`config.mk`:
```
export PLATFORM = sky130hd
export DESIGN_NAME = demux_one_to_two_stream
export DESIGN_NICKNAME = d
export VERILOG_FILES = /design/src/rtl/demux_one_to_two_stream.sv
export SDC_FILE = /design/constraint.sdc
export NUM_CORES = 1
export LEC_CHECK = 0
export CAP_MARGIN = 30
export CORE_MARGIN = 10
export CORE_UTILIZATION = 35
export DETAILED_ROUTE_END_ITERATION = 6
export PLACE_DENSITY = 0.67
export RECOVER_POWER = 25
export REMOVE_ABC_BUFFERS = 1
export SLEW_MARGIN = 15
export SYNTH_ARGS = -nofsm -noshare
export SYNTH_HDL_FRONTEND = slang
export SYNTH_SLANG_ARGS = --single-unit
```
`constraint.sdc`:
```
create_clock -name clk -period 1.3 [get_ports clk]
set_clock_uncertainty 0.1 [all_clocks]
set_input_delay 0.26 -clock clk [delete_from_list [all_inputs] [get_ports clk]]
set_output_delay 0.26 -clock clk [all_outputs]
set_load 0.01 [all_outputs]
```
`src/rtl/demux_one_to_two_stream.sv`:
```
// ---------------------------------------------------------------------------
// demux_one_to_two_stream
//
// Registered 1-to-2 stream demultiplexer. One word is accepted per
// valid/ready handshake on the input and routed to channel 0 or 1 according
// to Selector. Each output channel owns a one-entry holding register with its
// own handshake, so a stalled channel never blocks traffic to the other.
// A per-channel counter records how many words each channel has delivered.
//
// Handshake semantics (input and both outputs): a transfer happens on a rising
// clk edge where valid and ready are both 1. A producer keeps valid and data
// stable until the transfer; ready may depend combinationally on the far side.
//
// Ports:
//   clk          clock, all state updates on the rising edge
//   reset        asynchronous, active-high reset
//   Selector     route for the current input word (0 -> ch0, 1 -> ch1)
//   In_Valid     In_Data holds a valid word
//   In_Data      input word
//   In_Ready     block accepts the word this cycle (combinational)
//   Out_Valid_x  channel x holding register is full
//   Out_Data_x   channel x word
//   Out_Ready_x  channel x consumer accepts the word
//   Count_x      words delivered on channel x (wraps silently)
// ---------------------------------------------------------------------------
module demux_one_to_two_stream #(
    parameter int N_BITS     = 8,
    parameter int COUNT_BITS = 8
) (
    input  logic                  clk,
    input  logic                  reset,
    input  logic                  Selector,
    input  logic                  In_Valid,
    input  logic [N_BITS-1:0]     In_Data,
    output logic                  In_Ready,
    output logic                  Out_Valid_0,
    output logic [N_BITS-1:0]     Out_Data_0,
    input  logic                  Out_Ready_0,
    output logic                  Out_Valid_1,
    output logic [N_BITS-1:0]     Out_Data_1,
    input  logic                  Out_Ready_1,
    output logic [COUNT_BITS-1:0] Count_0,
    output logic [COUNT_BITS-1:0] Count_1
);

    typedef enum logic {
        S_EMPTY = 1'b0,
        S_FULL  = 1'b1
    } chan_state_t;

    // Per-channel holding-register state; Out_Valid_x is a direct decode of it.
    chan_state_t state_q [2];
    chan_state_t state_d [2];

    logic [N_BITS-1:0]     data_q [2];
    logic [COUNT_BITS-1:0] count_q [2];

    logic [1:0] out_ready;
    logic [1:0] out_valid;
    logic [1:0] load;
    logic [1:0] drain;

    assign out_ready = {Out_Ready_1, Out_Ready_0};

    // A channel can take a word when it is empty or is being drained this
    // cycle; only the selected channel matters, so a stalled peer never
    // holds up the input.
    assign In_Ready = Selector ? (!out_valid[1] || out_ready[1])
                               : (!out_valid[0] || out_ready[0]);

    always_comb begin
        load  = '0;
        drain = '0;
        for (int c = 0; c < 2; c++) begin
            drain[c] = out_valid[c] && out_ready[c];
        end
        load[0] = In_Valid && In_Ready && !Selector;
        load[1] = In_Valid && In_Ready &&  Selector;
    end

    // State register
    always_ff @(posedge clk or posedge reset) begin
        if (reset) begin
            state_q[0] <= S_EMPTY;
            state_q[1] <= S_EMPTY;
        end else begin
            state_q[0] <= state_d[0];
            state_q[1] <= state_d[1];
        end
    end

    // Next-state logic: a load always leaves the channel full (load wins over
    // a simultaneous drain); a drain without a load empties it.
    always_comb begin
        for (int c = 0; c < 2; c++) begin
            state_d[c] = state_q[c];
            case (state_q[c])
                S_EMPTY: if (load[c])       state_d[c] = S_FULL;
                S_FULL:  if (load[c])       state_d[c] = S_FULL;
                         else if (drain[c]) state_d[c] = S_EMPTY;
                default:                    state_d[c] = S_EMPTY;
            endcase
        end
    end

    // Output decode
    always_comb begin
        out_valid   = '0;
        for (int c = 0; c < 2; c++) begin
            out_valid[c] = (state_q[c] == S_FULL);
        end
        Out_Valid_0 = out_valid[0];
        Out_Valid_1 = out_valid[1];
        Out_Data_0  = data_q[0];
        Out_Data_1  = data_q[1];
        Count_0     = count_q[0];
        Count_1     = count_q[1];
    end

    // Holding data only changes on a load, so it stays stable while stalled
    // and keeps its last value once drained.
    always_ff @(posedge clk or posedge reset) begin
        if (reset) begin
            data_q[0] <= '0;
            data_q[1] <= '0;
        end else begin
            for (int c = 0; c < 2; c++) begin
                if (load[c]) data_q[c] <= In_Data;
            end
        end
    end

    // Delivered-word counters, free-running wrap.
    always_ff @(posedge clk or posedge reset) begin
        if (reset) begin
            count_q[0] <= '0;
            count_q[1] <= '0;
        end else begin
            for (int c = 0; c < 2; c++) begin
                if (drain[c]) count_q[c] <= count_q[c] + 1'b1;
            end
        end
    end

endmodule

```
**Run 1: routed metal, one colour a layer**

Scale bar: 20 µm.
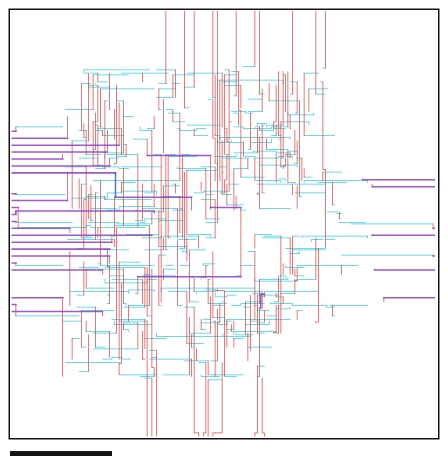
colour	layer	wire length
red	M2	1860 µm
blue	M4	4.80 µm
purple	M3	403 µm
cyan	M1	1330 µm

**Run 1: clock wires, drivers and flops**

Scale bar: 20 µm.
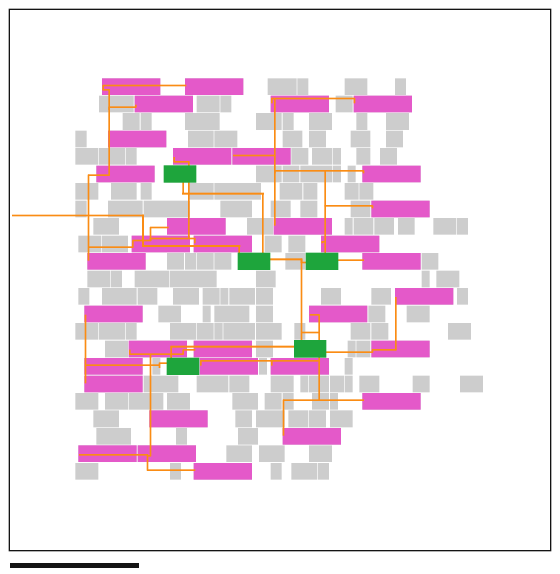
[orange] clock wires | length: 440 µm
[green] clock-net drivers | count: 5
[magenta] flip-flops | count: 34
routed clock nets	6

**Run 1: I/O pins on the die edge**

Pins as bars across the die edge, other pins in grey.
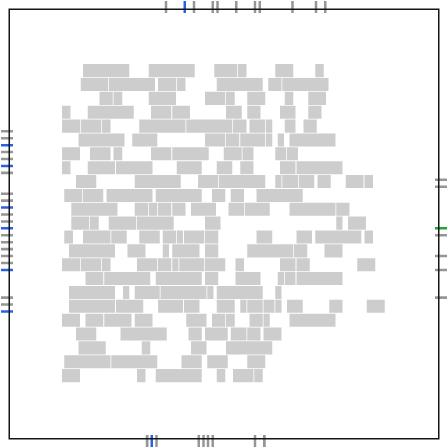
colour	port	pins	direction	edge
blue	Out_Data_0	8	output	6 left, 1 top, 1 bottom
green	reset	1	input	right
die extent in y: 84.0 µm
x dimension of the die: 84.0 µm
Port-buffer cells: 48

==> run 1: power groups by stage <==
stage | clock network [mW] | registers [mW] | logic [mW]
2_1_floorplan | 0 | 1.65 | 0.374
3_5_place_dp | 0 | 1.50 | 1.42
4_1_cts | 0.824 | 1.47 | 1.37
5_1_grt | 0.875 | 1.50 | 1.50
3_3_place_gp | 0 | 1.48 | 1.39
6_report | 0.796 | 1.47 | 1.38
==> run 1: per-layer routing <==
metal,routed length (µm),part of all wire (%)
met5,0,0
met4,4,0.11
met3,402,11
met2,1860,52
met1,1330,37
==> run 1: logic make-up (layout without fill, tap and decap cells) <==
logic type | count (synthesis) | in the layout | synth area share (%)
xor+xnor | 14 | 14 | 8.56
fa+ha+maj | 2 | 2 | 1.75
buf+inv | 3 | 90 | 1.40
flops | 34 | 34 | 59.4
mux | 19 | 19 | 17.0
simple gates | 29 | 30 | 11.9
==> run 1: flip-flops by register name (all words and copies together) (netlist names) <==
| signal | count |
|---|---|
| Count_0 | 8 |
| Out_Valid_0 | 1 |
| Out_Data_1 | 8 |
| Out_Valid_1 | 1 |
| Count_1 | 8 |
| Out_Data_0 | 8 |
==> run 1: synthesized netlist by cell type <==
cell type	number	share of area [%]
and2_1	1	0.44
and3_1	3	1.3
and4_2	1	0.70
buf_6	1	0.79
clkbuf_2	1	0.35
dfrtp_1	34	59
ha_1	2	1.7
inv_1	1	0.26
mux2_2	11	8.6
mux2_4	8	8.4
nand2_1	11	2.9
nand2b_2	1	0.61
nand2b_4	1	0.96
nand3_1	2	0.70
nand3b_2	1	0.79
nand4_1	3	1.3
nor2_1	2	0.52
nor2b_4	1	0.96
nor3_1	2	0.70
xnor2_1	9	5.5
xor2_1	5	3.1
==> run 1: cells in the final DEF (no fill, tap or decap) <==
| cell type | count |
|---|---|
| clkbuf_1 | 1 |
| buf_4 | 26 |
| nor2b_4 | 1 |
| clkbuf_4 | 1 |
| buf_6 | 9 |
| clkdlybuf4s15_1 | 11 |
| clkbuf_8 | 6 |
| nand2b_4 | 2 |
| dlygate4sd2_1 | 3 |
| inv_1 | 1 |
| nor3_2 | 2 |
| nand3b_4 | 2 |
| and4_2 | 1 |
| mux2_4 | 9 |
| xor2_1 | 5 |
| and2_4 | 1 |
| buf_12 | 1 |
| clkbuf_2 | 18 |
| nor2_1 | 2 |
| mux2_2 | 10 |
| nand3_2 | 1 |
| xnor2_1 | 9 |
| and3_1 | 3 |
| nand2_1 | 11 |
| ha_1 | 2 |
| nand3_1 | 1 |
| clkdlybuf4s50_1 | 9 |
| clkinv_2 | 1 |
| dfrtp_1 | 34 |
| buf_2 | 2 |
| nand4_1 | 3 |
| dlygate4sd3_1 | 1 |
==> run 1: metrics by stage <==
stage / hold WS [ns] / worst slack (ns) / power [mW] / area, µm² / instances
after CTS: 0.228 / -0.263 / 3.67 / 2310 / 234
after detailed placement: 0.367 / -0.704 / 2.91 / 2160 / 221
final: 0.370 / -0.255 / 3.64 / 2290 / 239
after floorplan: 0.302 / -0.0778 / 2.02 / 1420 / 99
after global placement: 0.362 / -0.706 / 2.86 / 2160 / 221
after global routing: 0.396 / -0.302 / 3.88 / 2290 / 239
==> impl_summary.log, run 1 <==
[flow] collecting metrics
[metrics] startpoint of the worst register-to-register path: Out_Valid_1
[metrics] Flop Count: 34
[metrics] fraction of final layout cells with drive strength greater than 1: 49.2%
[metrics] final total negative setup slack: -2.05 ns
[metrics] failing checks: setup timing
[metrics] switch share: 30.5%
[metrics] count of instantiated cells in the yosys netlist: about 100
[metrics] H-tree depth: 2
[metrics] number of instances in the synthesized netlist: ~100
[metrics] number of placement rows: 23
[metrics] share of cell area taken by multi-input logic gates: between 20% and 30%
[metrics] routability congestion estimate: 0.773
[metrics] CP max-delay cell: dfrtp_1
[metrics] CTS tree: built
[metrics] maximum resistive drop on vdd: around 1.1 mV
[metrics] Critical Path Sink: In_Ready
[metrics] area of the die: between 7000 and 8000 µm²
[metrics] Power Dens Cells: about 1600 nW/µm²
[metrics] Top-Level Pins: 49
[metrics] cell repeated most along the worst path: buf_6
[metrics] post-synth design cell area: around 1400 µm²
[metrics] flip-flop and latch count after synthesis: 34
[metrics] via count: around 1100
[metrics] clock-pin slew on the worst setup and hold paths: ~0.07 ns
[metrics] Worst-Skew Late Latency: ~0.28 ns
[metrics] CP required: roughly 0.94 ns
[metrics] worst relative slew slack: between 60% and 70%
[metrics] number of maximum-capacitance constraint violations: 0
[metrics] register-to-register path setup slack: -0.20 ns
[metrics] crit path max fanout: 2
[metrics] Slew Viols, Final: 0
[metrics] Longest Clk Path Bufs: 2
[metrics] maximum number of pins on one net before global-route repair: 35
[metrics] GRT Resource Usage Total: around 10%
[metrics] delay of the slowest cell on the worst path: 0.37 ns
[metrics] internal power: 2.53 mW
[metrics] total core area: between 3000 and 4000 µm²
[metrics] DP HPWL: between 2000 and 3000 µm
[metrics] outcome: finished, violations left
[metrics] final setup violation count: 18
[metrics] # clock sinks: 34
[metrics] endpoint of the most critical register-to-register path: Out_Data_1[5]
[metrics] Hold-fix buffers, CTS: 0
[metrics] Yosys Warn Count: 0
[metrics] remaining global-route overflow: 0
[metrics] Hold Path Origin: Count_1[7]
[metrics] final worst-path setup slack: -0.255 ns
[metrics] number of design-rule violations left by the first detailed-router iteration: 34
[metrics] layout clock buffer count: 7
[metrics] ordered list of cells on the worst path: buf_6 -> nand2b_4 -> mux2_4 -> buf_6
[metrics] comb. cell area: ~620 µm²
[metrics] fraction of power consumed by combinational cells: 37.8%
[metrics] path type of the worst setup path: flop to output pin
[metrics] part of the cycle the worst path needs: 120%
[metrics] actual slew at the worst max-slew pin: around 0.48 ns
[metrics] WHS Endpoint: Count_1[7]
[metrics] sequential fraction of total cell area: 37.2%
[metrics] Seq/Total Area, Yosys: between 50% and 60%
[metrics] DR WL/cell: between 15 and 20 µm
[metrics] vias per cell: between 4 and 5
[metrics] CP Launch Type: flop
[metrics] Num CTS Buffers: 5
[metrics] combinational gate count: 65
[metrics] clock group share of total power: 21.9%
[metrics] Pre-antenna DRT Iters: 4
[metrics] Leak Pwr: around 1.1 nW
[metrics] met2 routing resource usage after global routing: approximately 17%
[metrics] Worst path top cell family by delay: flip-flops
[metrics] Seq pwr share: between 40% and 50%
[metrics] instance count on the critical path: 4
[metrics] hold crit path type: flop to flop
[metrics] worst reg-to-reg path cell count: 6
[metrics] Data arrival, critical path: ~1.2 ns
[metrics] count of cell types in the netlist: 21
[metrics] Achievable Freq: 0.643 GHz
[metrics] fin nets: 204
[metrics] first-pass GRT wire length: ~5800 µm
[metrics] Sw Pwr: between 1 and 1.5 mW
[metrics] area figure in the yosys stat output: between 1000 and 1500 µm²
[metrics] area occupied by registers: 851 µm²
[metrics] share of final layout cell area taken by non-clock buffers: 28.9%
[metrics] number of non-clock buffers: between 80 and 90
[metrics] critical path buffer and inverter count: 2
[metrics] number of antenna-violating nets in the routed design: 0
[metrics] end-of-flow core utilization: between 50% and 60%
[metrics] endpoints failing hold: 0
[metrics] post-CTS setup buffer count: 5
[metrics] number of inserted filler cells in the final layout: roughly 340
[metrics] unrepaired setup endpoints after global routing: true
[metrics] final-layout clock-cell area share: roughly 4%
[metrics] post-cts resize count: slightly above 90
[metrics] cell kind with the greatest summed area: flip-flops and latches
[metrics] average size of a mapped cell: 14.2 µm²
[metrics] Non-CTS inverters: 1
[metrics] floorplan utilization: around 36%
[metrics] vias in the first global route: 1209
[metrics] global routing usage on met1: under 10%
[metrics] Worst setup startpoint: Out_Valid_0
[metrics] number of instances on the worst hold path: 1
[metrics] number of well taps: around 50
[metrics] met3 demand-to-capacity share in global routing: about 7.1%
[metrics] Detailed Route WL: approximately 3600 µm
[metrics] antenna violations before repair: 0
[metrics] n_diodes: 0
[metrics] DR DRC count: 0
[metrics] OpenROAD warning count: 27
[metrics] P&R area growth vs syn: 59.6%
[metrics] kind of end point of the critical path: output pin
[metrics] most congested layer reported by global routing: met2
[metrics] clock tree root driver cell: clkbuf_8
[metrics] Final Critical Period: 1.55 ns
--- run 2 (diff from run 1) ---
--- a/config.mk
+++ b/config.mk
@@ -9,7 +9,7 @@
 export CORE_MARGIN = 10
 export CORE_UTILIZATION = 35
 export DETAILED_ROUTE_END_ITERATION = 6
-export PLACE_DENSITY = 0.67
+export PLACE_DENSITY = 0.68
 export RECOVER_POWER = 25
 export REMOVE_ABC_BUFFERS = 1
 export SLEW_MARGIN = 15
**Run 2: zoomed window**

Scale bar: 10 µm. Window x 1 to 41, y 1 to 41 µm. Cells in grey, sequential cells in the stronger grey; small squares are vias.
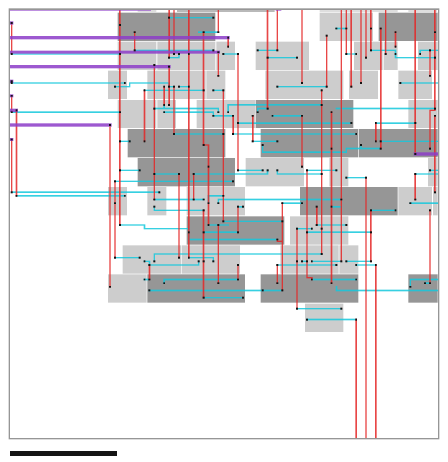
colour	layer
red	M2
cyan	M1
purple	M3
sequential cells in the window	11
cells with their middle in the window	41
netlist names of flops here include	Out_Data_0 (5), Out_Data_1 (4)
most frequent	dfrtp_1 (11), mux2_4 (9), clkbuf_2 (8)

**Run 2: I/O pins on the die edge**

Pins as bars across the die edge, other pins in grey.
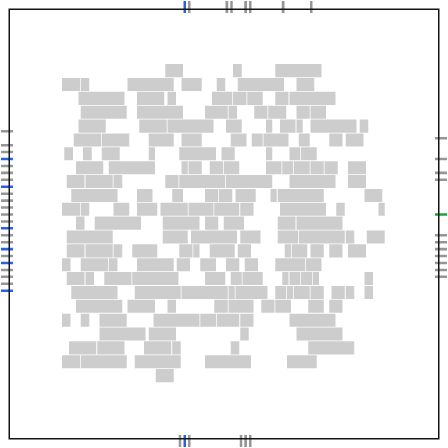
colour	port	pins	direction	edge
blue	Out_Data_0	8	output	6 left, 1 bottom, 1 top
green	reset	1	input	right

==> impl_summary.log, run 2 <==
[flow] collecting metrics
[metrics] outcome: finished, violations left (unchanged)
[metrics] failing checks: setup timing (unchanged)
[metrics] n_diodes: 0 (unchanged)
[metrics] DP HPWL: 2610 µm (was 2640 µm)
[metrics] unrepaired setup endpoints after global routing: true (unchanged)
[metrics] Worst-Skew Late Latency: 0.28 ns (about the same)
[metrics] Hold-fix buffers, CTS: 0 (unchanged)
[metrics] clock-pin slew on the worst setup and hold paths: 0.07 ns (about the same)
[metrics] path type of the worst setup path: flop to output pin (unchanged)
[metrics] DR WL/cell: 15.4 µm (was 15.0 µm)
[metrics] area occupied by registers: 851 µm² (unchanged)
[metrics] remaining global-route overflow: 0 (unchanged)
[metrics] maximum resistive drop on vdd: 0.654 mV (was 1.06 mV)
[metrics] number of design-rule violations left by the first detailed-router iteration: 14 (was 34)
[metrics] Leak Pwr: 1.19 nW (was 1.14 nW)
[metrics] floorplan utilization: 36.1% (unchanged)
[metrics] GRT Resource Usage Total: 10.5% (was 10.1%)
[metrics] vias per cell: 4.63 (was 4.54)
[metrics] area of the die: 7050 µm² (unchanged)
[metrics] CP required: 0.94 ns (about the same)
[metrics] crit path max fanout: 2 (unchanged)
[metrics] number of instances in the synthesized netlist: 101 (unchanged)
[metrics] Achievable Freq: 0.645 GHz (was 0.643 GHz)
[metrics] H-tree depth: 2 (unchanged)
[metrics] cell repeated most along the worst path: buf_6 (unchanged)
[metrics] CP Launch Type: flop (unchanged)
[metrics] average size of a mapped cell: 14.2 µm² (unchanged)
[metrics] delay of the slowest cell on the worst path: 0.36 ns (was 0.37 ns)
[metrics] number of placement rows: 23 (unchanged)
[metrics] Yosys Warn Count: 0 (unchanged)
[metrics] hold slack: 0.300 ns (was 0.370 ns)
[metrics] clock tree root driver cell: clkbuf_8 (unchanged)
[metrics] most area-consuming cells after synthesis: dfrtp_1 59%, mux2_2 8.6%, mux2_4 8.4% (unchanged)
[metrics] Power Dens Cells: 1560 nW/µm² (was 1590 nW/µm²)
[metrics] OpenROAD warning count: 27 (unchanged)
[metrics] Commonest flop: dfrtp_1 (unchanged)
[metrics] vias in the first global route: 1267 (was 1209)
[metrics] endpoints failing hold: 0 (unchanged)
[metrics] post-placement setup slack: -0.728 ns (was -0.704 ns)
[metrics] Data arrival, critical path: 1.19 ns (about the same)
[metrics] area figure in the yosys stat output: 1430 µm² (unchanged)
[metrics] final worst-path setup slack: -0.249 ns (was -0.255 ns)
[metrics] kind of end point of the critical path: output pin (unchanged)
[metrics] maximum number of pins on one net before global-route repair: 35 (unchanged)
[metrics] Port-buffer cells: 48 (unchanged)
[metrics] Longest Clk Path Bufs: 2 (unchanged)
[metrics] Final Critical Period: 1.55 ns (about the same)
[metrics] commonest cells after routing, fill and taps aside: 34 x dfrtp_1, 28 x buf_4, 22 x clkbuf_2 (was 34 x dfrtp_1, 26 x buf_4, 18 x clkbuf_2)
[metrics] actual slew at the worst max-slew pin: 0.819 ns (was 0.475 ns)
[metrics] commonest cells in the synthesized netlist: 34 x dfrtp_1, 11 x mux2_2, 11 x nand2_1, 9 x xnor2_1, 8 x mux2_4 (unchanged)
[metrics] part of the cycle the worst path needs: 119% (was 120%)
[metrics] post-synth design cell area: 1430 µm² (unchanged)
[metrics] CP max-delay cell: dfrtp_1 (unchanged)
[metrics] number of inserted filler cells in the final layout: 330 (was 342)
[metrics] Pre-antenna DRT Iters: 4 (unchanged)
[metrics] DR DRC count: 0 (unchanged)
[metrics] flip-flop and latch count after synthesis: 34 (unchanged)
[metrics] final setup violation count: 19 (was 18)
[metrics] Seq/Total Area, Yosys: 59.4% (unchanged)
[metrics] number of antenna-violating nets in the routed design: 0 (unchanged)
[metrics] leading cell type in the layout, fill and taps excluded: dfrtp_1 (unchanged)
[metrics] Num CTS Buffers: 5 (unchanged)
[metrics] hold crit path type: input port to flop (was flop to flop)
[metrics] routability congestion estimate: 0.783 (was 0.773)
[metrics] worst relative slew slack: 45.4% (was 68.3%)
[metrics] Detailed Route WL: 3670 µm (was 3600 µm)
[metrics] CTS tree: built (unchanged)
[metrics] # clock sinks: 34 (unchanged)
[metrics] fraction of final layout cells with drive strength greater than 1: 52.4% (was 49.2%)
[metrics] comb. cell area: 677 µm² (was 617 µm²)
[metrics] total core area: 3970 µm² (unchanged)
[metrics] cell with the most instances after synthesis: dfrtp_1 (unchanged)
[metrics] number of maximum-capacitance constraint violations: 0 (unchanged)
[metrics] via count: 1107 (was 1085)
[metrics] count of instantiated cells in the yosys netlist: 101 (unchanged)
[metrics] first-pass GRT wire length: 6010 µm (was 5820 µm)
[metrics] ordered list of cells on the worst path: buf_6 -> nand2b_4 -> mux2_4 -> buf_6 (unchanged)
[metrics] fin nets: 205 (was 204)
[metrics] die extent in y: 84.0 µm (unchanged)
[metrics] ys async rst share: 100% (unchanged)
[metrics] Slew Viols, Final: 0 (unchanged)
[metrics] cell type with the largest total area after synthesis: dfrtp_1 (unchanged)
[metrics] x dimension of the die: 84.0 µm (unchanged)
[metrics] post-synth tally of flip-flops with integrated enable: 0 (unchanged)
[metrics] count of cell types in the netlist: 21 (unchanged)
[metrics] fraction of synthesized cell area taken by the top area cell type: 59.4% (unchanged)
[metrics] Top-Level Pins: 49 (unchanged)
[metrics] P&R area growth vs syn: 61.2% (was 59.6%)
[metrics] antenna violations before repair: 0 (unchanged)
-- run 2: worst paths after layout --
kind                       slack (ns)        start            end  depth (start not counted)
hold / removal                   0.30  Out_Ready_1    Out_Valid_1                          3
setup / recovery                -0.25  Out_Valid_0       In_Ready                          4
hold reg to reg                  0.37   Count_1[7]     Count_1[7]                          1
min in group asynchronous        0.43        reset     Count_1[7]                          3
setup reg to reg                -0.16  Out_Valid_0  Out_Data_0[5]                          6
max in group asynchronous        0.16        reset  Out_Data_0[5]                          3
-- run 2: per-layer routing --
| layer | global-route usage, % | up-vias | part of all wire (%) | wire length, µm |
|---|---|---|---|---|
| met5 | 0 | - | 0 | 0 |
| met1 | 10.0 | 541 | 39 | 1420 |
| met4 | 3.20 | 0 | 0.35 | 13 |
| li1 | - | 518 | - | - |
| met3 | 7.91 | 2 | 11 | 411 |
| met2 | 17.2 | 46 | 50 | 1820 |
-- run 2: cell type report --
class	count	share of cell area [%]
Timing Repair Buffer	82	27.7
Clock buffer	7	3.30
Sequential cell	34	36.8
Inverter	1	0.163
Multi-Input combinational cell	65	29.3
Tap cell	50	2.71
-- run 2: cell families (layout without fill, tap and decap cells) --
| group | Yosys count | count (layout) | share of synthesized area [%] |
|---|---|---|---|
| XOR/XNOR | 14 | 14 | 8.56 |
| flip-flops | 34 | 34 | 59.4 |
| buffers and inverters | 3 | 90 | 1.40 |
| multiplexers | 19 | 19 | 17.0 |
| AND/OR/NAND/NOR | 29 | 30 | 11.9 |
| adder cells (fa/ha/maj) | 2 | 2 | 1.75 |
-- run 2: repair_timing --
action,4_1_cts,5_1_grt
pin swaps,3,9
setup buffers,8,3
gates cloned,1,0
gates resized,106,35
endpoints found under the setup margin,55,50
-- run 2: critical path: cells and delay by family (launching register included) --
| kind | cells | cell delay [ns] |
|---|---|---|
| buffers and inverters | 2 | 0.24 |
| muxes | 1 | 0.27 |
| and+or+nand+nor | 1 | 0.05 |
| DFF | 1 | 0.36 |
-- run 2: through the flow --
stage	cell area (µm²)	utilization, %	setup TNS, ns	total power [mW]	instances
2_1_floorplan	1420	-	-0.623	2.02	99
3_3_place_gp	2170	54.7	-11.30	2.89	222
3_5_place_dp	2170	54.7	-12.52	2.94	222
4_1_cts	2390	60.2	-1.51	3.69	238
5_1_grt	2310	58.2	-2.57	3.84	239
6_report	2310	58.2	-1.72	3.59	239
-- run 2: report_power, final --
group / switching (mW) / internal (mW) / total [mW]
logic: 0.606 / 0.797 / 1.40
registers: 0.159 / 1.31 / 1.47
clock network: 0.353 / 0.368 / 0.722
--- run 3 (diff from run 2) ---
--- a/config.mk
+++ b/config.mk
@@ -7,9 +7,9 @@
 export LEC_CHECK = 0
 export CAP_MARGIN = 30
 export CORE_MARGIN = 10
-export CORE_UTILIZATION = 35
+export CORE_UTILIZATION = 40
 export DETAILED_ROUTE_END_ITERATION = 6
-export PLACE_DENSITY = 0.68
+export PLACE_DENSITY = 0.76
 export RECOVER_POWER = 25
 export REMOVE_ABC_BUFFERS = 1
 export SLEW_MARGIN = 15
**Run 3: routing congestion map**

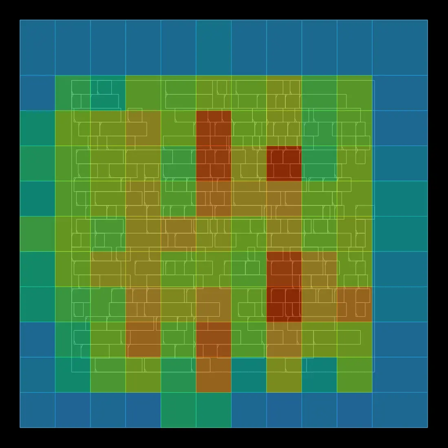
global routing usage on met1: 12.9%
DR WL/cell: 15.2 µm

**Run 3: I/O pins on the die edge**

Pins as bars across the die edge, other pins in grey.
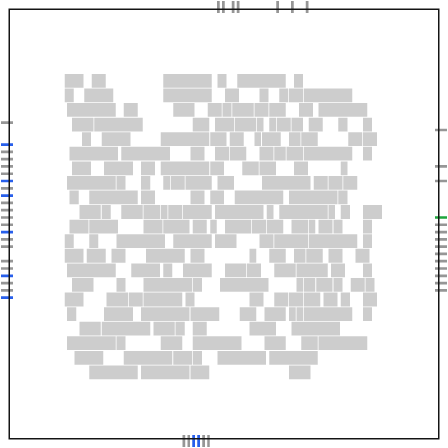
colour	port	pins	direction	edge
green	reset	1	input	right
blue	Out_Data_0	8	output	6 left, 2 bottom

==> impl_summary.log, run 3 <==
[flow] collecting metrics
[metrics] Port-buffer cells: 48 (unchanged)
[metrics] remaining global-route overflow: 0 (unchanged)
[metrics] DR DRC count: 0 (unchanged)
[metrics] ordered list of cells on the worst path: nand2b_4 -> mux2_4 -> buf_6 (was buf_6 -> nand2b_4 -> mux2_4 -> buf_6)
[metrics] first-pass GRT wire length: 6070 µm (was 6010 µm)
[metrics] unrepaired setup endpoints after global routing: true (unchanged)
[metrics] final worst-path setup slack: -0.241 ns (was -0.249 ns)
[metrics] post-synth design cell area: 1430 µm² (unchanged)
[metrics] PnR Total Power: 3.67 mW (was 3.59 mW)
[metrics] most area-consuming cells after synthesis: dfrtp_1 59%, mux2_2 8.6%, mux2_4 8.4% (unchanged)
[metrics] count of cell types in the netlist: 21 (unchanged)
[metrics] met2 wire length: 1770 µm (was 1820 µm)
[metrics] Num CTS Buffers: 5 (unchanged)
[metrics] H-tree depth: 2 (unchanged)
[metrics] CP max-delay cell: dfrtp_1 (unchanged)
[metrics] fraction of power consumed by combinational cells: 45.1% (was 39.1%)
[metrics] number of maximum-capacitance constraint violations: 0 (unchanged)
[metrics] clock group share of total power: 15.7% (was 20.1%)
[metrics] # clock sinks: 34 (unchanged)
[metrics] fin nets: 216 (was 205)
[metrics] path type of the worst setup path: flop to output pin (unchanged)
[metrics] Top Layer Used: met4 (unchanged)
[metrics] clock-pin slew on the worst setup and hold paths: 0.09 ns (was 0.07 ns)
[metrics] Pre-antenna DRT Iters: 3 (was 4)
[metrics] Top-Level Pins: 49 (unchanged)
[metrics] maximum number of pins on one net before global-route repair: 25 (was 35)
[metrics] maximum resistive drop on vdd: 0.835 mV (was 0.654 mV)
[metrics] routability congestion estimate: 0.775 (was 0.783)
[metrics] final setup violation count: 12 (was 19)
[metrics] Leak Pwr: 1.20 nW (was 1.19 nW)
[metrics] via count: 1132 (was 1107)
[metrics] outcome: finished, violations left (unchanged)
[metrics] Slew Viols, Final: 0 (unchanged)
[metrics] actual slew at the worst max-slew pin: 0.625 ns (was 0.819 ns)
[metrics] vias per cell: 4.62 (was 4.63)
[metrics] OpenROAD warning count: 27 (unchanged)
[metrics] die extent in y: 79.8 µm (was 84.0 µm)
[metrics] number of design-rule violations left by the first detailed-router iteration: 53 (was 14)
[metrics] switch share: 31.9% (was 31.1%)
[metrics] fraction of synthesized cell area taken by the top area cell type: 59.4% (unchanged)
[metrics] Seq/Total Area, Yosys: 59.4% (unchanged)
[metrics] hold crit path type: input port to asynchronous set/reset pin (was input port to flop)
[metrics] Final Critical Period: 1.54 ns (was 1.55 ns)
[metrics] Seq pwr share: 39.2% (was 40.9%)
[metrics] critical path buffer and inverter count: 1 (was 2)
[metrics] flip-flop and latch count after synthesis: 34 (unchanged)
[metrics] number of antenna-violating nets in the routed design: 0 (unchanged)
[metrics] area of the die: 6380 µm² (was 7050 µm²)
[metrics] crit path max fanout: 2 (unchanged)
[metrics] GRT Resource Usage Total: 12.3% (was 10.5%)
[metrics] cell with the most instances after synthesis: dfrtp_1 (unchanged)
[metrics] floorplan utilization: 42.3% (was 36.1%)
[metrics] Commonest flop: dfrtp_1 (unchanged)
[metrics] ys async rst share: 100% (unchanged)
[metrics] post-synth tally of flip-flops with integrated enable: 0 (unchanged)
[metrics] Data arrival, critical path: 1.18 ns (was 1.19 ns)
[metrics] Sw Pwr: 1.17 mW (was 1.12 mW)
[metrics] delay of the slowest cell on the worst path: 0.40 ns (was 0.36 ns)
[metrics] P&R area growth vs syn: 61.3% (was 61.2%)
[metrics] count of instantiated cells in the yosys netlist: 101 (unchanged)
[metrics] average size of a mapped cell: 14.2 µm² (unchanged)
[metrics] antenna violations before repair: 0 (unchanged)
[metrics] Worst path top cell family by delay: flip-flops (unchanged)
[metrics] commonest cells in the synthesized netlist: 34 x dfrtp_1, 11 x mux2_2, 11 x nand2_1, 9 x xnor2_1, 8 x mux2_4 (unchanged)
[metrics] leading cell type in the layout, fill and taps excluded: buf_4 (was dfrtp_1)
[metrics] failing checks: setup timing (unchanged)
[metrics] Longest Clk Path Bufs: 2 (unchanged)
[metrics] hold slack: 0.268 ns (was 0.300 ns)
[metrics] kind of end point of the critical path: output pin (unchanged)
==> run 3: power groups by stage <==
stage / clock (mW) / sequential (mW) / combinational [mW]
2_1_floorplan: 0 / 1.65 / 0.374
3_3_place_gp: 0 / 1.47 / 1.42
3_5_place_dp: 0 / 1.49 / 1.46
4_1_cts: 0.590 / 1.43 / 1.47
5_1_grt: 0.645 / 1.47 / 1.81
6_report: 0.575 / 1.44 / 1.66
==> run 3: timing repair <==
item                                    in CTS  in global routing
cloned                                       1                  0
endpoints found under the setup margin      51                 30
buffers inserted                            17                  3
pin swaps                                    2                  8
hold buffers                                 0                  0
resized                                    151                 15
==> run 3: area by class of cell <==
cell class                      instances  area [µm²]  share of cell area, %
Sequential cell                        34         851                   36.8
Timing Repair Buffer                   93         677                   29.3
Multi-Input combinational cell         65         671                   29.0
Tap cell                               46        57.6                   2.49
Clock buffer                            6        51.3                   2.22
Inverter                                1        3.75                  0.162
==> run 3: cells by family (layout without fill, tap and decap cells) <==
kind of cell,after synthesis,count (layout),synth area share [%]
AND/OR/NAND/NOR,29,30,11.9
flip-flops,34,34,59.4
buffers and inverters,3,100,1.40
adder cells (fa/ha/maj),2,2,1.75
XOR/XNOR,14,14,8.56
multiplexers,19,19,17.0
==> run 3: stage by stage <==
stage | cells | worst slack [ns] | util [%] | TNS, ns | instance area (µm²)
2_1_floorplan | 99 | -0.0778 | - | -0.623 | 1420
3_5_place_dp | 219 | -0.700 | 64.2 | -11.80 | 2170
5_1_grt | 245 | -0.301 | 68.2 | -1.83 | 2310
3_3_place_gp | 219 | -0.699 | 64.2 | -11.48 | 2170
6_report | 245 | -0.241 | 68.2 | -1.14 | 2310
4_1_cts | 242 | -0.252 | 65.5 | -1.23 | 2220
==> run 3: worst paths after layout <==
path,startpoint,cells after the start,end,slack [ns]
max,Out_Valid_1,3,In_Ready,-0.24
min,reset,3,Count_0[6],0.27
max reg2reg,Out_Valid_1,5,Out_Data_1[5],-0.09
min reg2reg,Out_Data_0[1],1,Out_Data_0[1],0.41
max in group asynchronous,reset,3,Out_Data_1[0],0.23
min in group clk,Out_Ready_0,4,Out_Valid_0,0.39
==> run 3: worst min-delay path, cell delays in order <==
cell and delay (ns):
dlygate4sd3_1 0.54, inv_1 0.07, buf_4 0.18
==> run 3: metal layers <==
layer,global-route usage [%],vias to the layer above
met5,0,-
met4,4.23,0
met3,8.11,5
met2,19.4,41
met1,12.9,547
li1,-,539
Power figures rest on the tool's default switching activity, not on a simulated workload.
